Fig. 1: gate-type map
Drawn at 4 px/um.
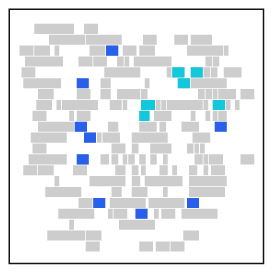
Fig. 2: a small window of the routed layout
Region (35, 35) to (60, 60) um. Cells in grey, sequential cells in the stronger grey; small squares are vias.
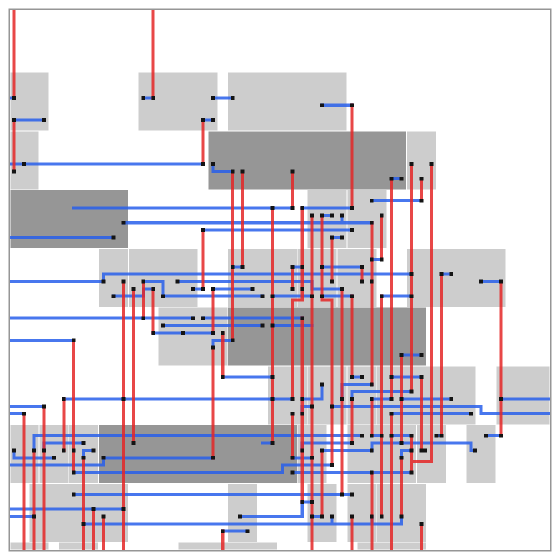
Fig. 3: where the registers sit
Drawn at 8 px/um.
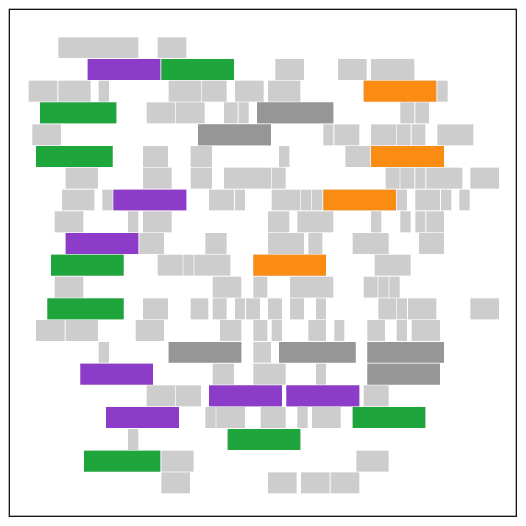
Fig. 4: routing congestion map
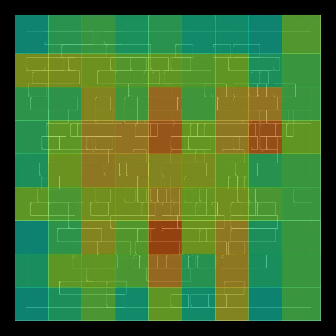
==> config.mk <==
export PLATFORM = sky130hd
export DESIGN_NAME = seq_detect_prog
export DESIGN_NICKNAME = d
export VERILOG_FILES = /design/src/rtl/seq_detect_prog.sv
export SDC_FILE = /design/constraint.sdc
export NUM_CORES = 1
export LEC_CHECK = 0
export CAP_MARGIN = 20
export CORE_MARGIN = 2
export CORE_UTILIZATION = 38
export CTS_BUF_LIST = sky130_fd_sc_hd__clkbuf_2 sky130_fd_sc_hd__clkbuf_4 sky130_fd_sc_hd__clkbuf_8
export CTS_CLUSTER_SIZE = 12
export DETAILED_ROUTE_END_ITERATION = 16
export PLACE_DENSITY = 0.57
export SYNTH_ARGS = -nofsm -noshare
export SYNTH_HDL_FRONTEND = slang
export SYNTH_SLANG_ARGS = --single-unit
==> constraint.sdc <==
create_clock -name clk -period 5.85 [get_ports clk]
set_clock_uncertainty 0.1 [all_clocks]
set_input_delay 1.17 -clock clk [delete_from_list [all_inputs] [get_ports clk]]
set_output_delay 1.17 -clock clk [all_outputs]
set_load 0.02 [all_outputs]
==> Changelog: implementation <==
### Implementation results

- Top_reg_cell synth: dfrtp_1
- Share of layout cells above drive strength 1: 20.7%
- Post-Route WL: 2540 um
- Post-synthesis register bit count: 25
- # H-tree levels: 1
- Chip area: 3990 um2
- Met2 Track Usage GR: 24.3%
- DR iter-0 viols: 51
- Setup TNS: 0 ps
- Fill cell count: 353
- Worst setup margin: 3240 ps
- Unrepaired setup endpoints after global routing: no
- Core Area: 3360 um2
- Clk root buf: clkbuf_4
- Count of final hold-check violations: 0
- Post-Syn Nets: 149
- Worst Path Max Fanout: 12
- Status: finished clean
- Max-Cap Viols: 0
- Log Warnings: 28
- Row count: 21
- Synthesized area per cell: 10.7 um2
- Post-synth EDFFs: 0
- Antenna Cells: 0
- CP max-delay cell: clkdlybuf4s50_1
- Initial antenna violation count: 0
- Crit. End Element: register
- Synthesis area per yosys: 1330 um2
- Highest Clock Rate: 383 MHz
- FP Util: 39.6%
- Post-DRT Antenna Nets: 0
- Power Density: 227 nW/um2
- Worst Hold Depth: 2
- Top delay family on crit path: buffers and inverters
- Worst-case reg-to-reg path depth: 8
- Levels on crit path: 5
About Fig. 1:
- xor and xnor cells: blue (cells 9; most used xnor2_1)
- non-inverting ao/oa cells: cyan (cells 6; most used a31o_2)
Non-Filler Instances: 191
logic share of the area: 39.8%

About Fig. 2:
- M1: blue
- M2: red
- cells with their middle in the window: 32
- sequential cells in the window: 4
- most frequent: nor2_1 (5), a31o_2 (4)

About Fig. 3:
- hist_q: purple (flops 7)
- fill_q: orange (flops 4)
- pat_q: green (flops 8)
power in sequential cells: 0.201 mW
Flop area: 634 um2

About Fig. 4:
GRT met3 Usage: 1.96%
met1 Usage GRT: 18.9%

-- cell type report --
class	instances	area [um2]	area share, %
Multi-Input combinational cell	87	648	39.8
Inverter	9	33.8	2.08
Tap cell	46	57.6	3.54
Sequential cell	25	634	39.0
Clock buffer	4	30.0	1.85
Timing Repair Buffer	20	223	13.7
-- Yosys cell counts, drive strengths merged (4+ instances only) --
cell type / count / area [um2]
dfrtp: 18 / 450
nor2: 14 / 52.6
inv: 9 / 33.8
mux2: 9 / 101
nand2: 8 / 30.0
a21oi: 7 / 35.0
dfstp: 7 / 184
mux2i: 7 / 70.1
ha: 6 / 75.1
xnor2: 6 / 52.6
a31o: 4 / 35.0
o21ai: 4 / 20.0
o22ai: 4 / 25.0
-- power breakdown --
group	switching, mW	internal [mW]
logic	0.0406	0.0455
clock network	0.0505	0.0313
registers	0.0127	0.189
total	0.104	0.266
-- stage by stage --
step | instance area [um2] | util (%) | instances | hold slack [ps]
after global routing | 1630 | 48.4 | 191 | 478
after global placement | 1550 | 46.2 | 185 | 413
after detailed placement | 1550 | 46.2 | 185 | 419
after floorplan | 1330 | - | 125 | 401
final | 1630 | 48.4 | 191 | 444
after CTS | 1580 | 47.1 | 189 | 447
-- layer usage --
metal | part of all wire (%) | vias to the layer above | wire, um
met3 | 3.1 | 5 | 79
met4 | 1.6 | 0 | 40
li1 | - | 479 | -
met1 | 48 | 464 | 1210
met2 | 48 | 15 | 1210
met5 | 0 | - | 0
-- cell families after synthesis --
group / count (synthesis) / synth area share (%)
compound gates: 24 / 12.6
xor+xnor: 9 / 5.92
fa+ha+maj: 6 / 5.64
buf+inv: 13 / 3.66
flops: 25 / 47.7
mux: 16 / 12.9
simple gates: 32 / 11.7
Power and IR drop assume default switching activity.
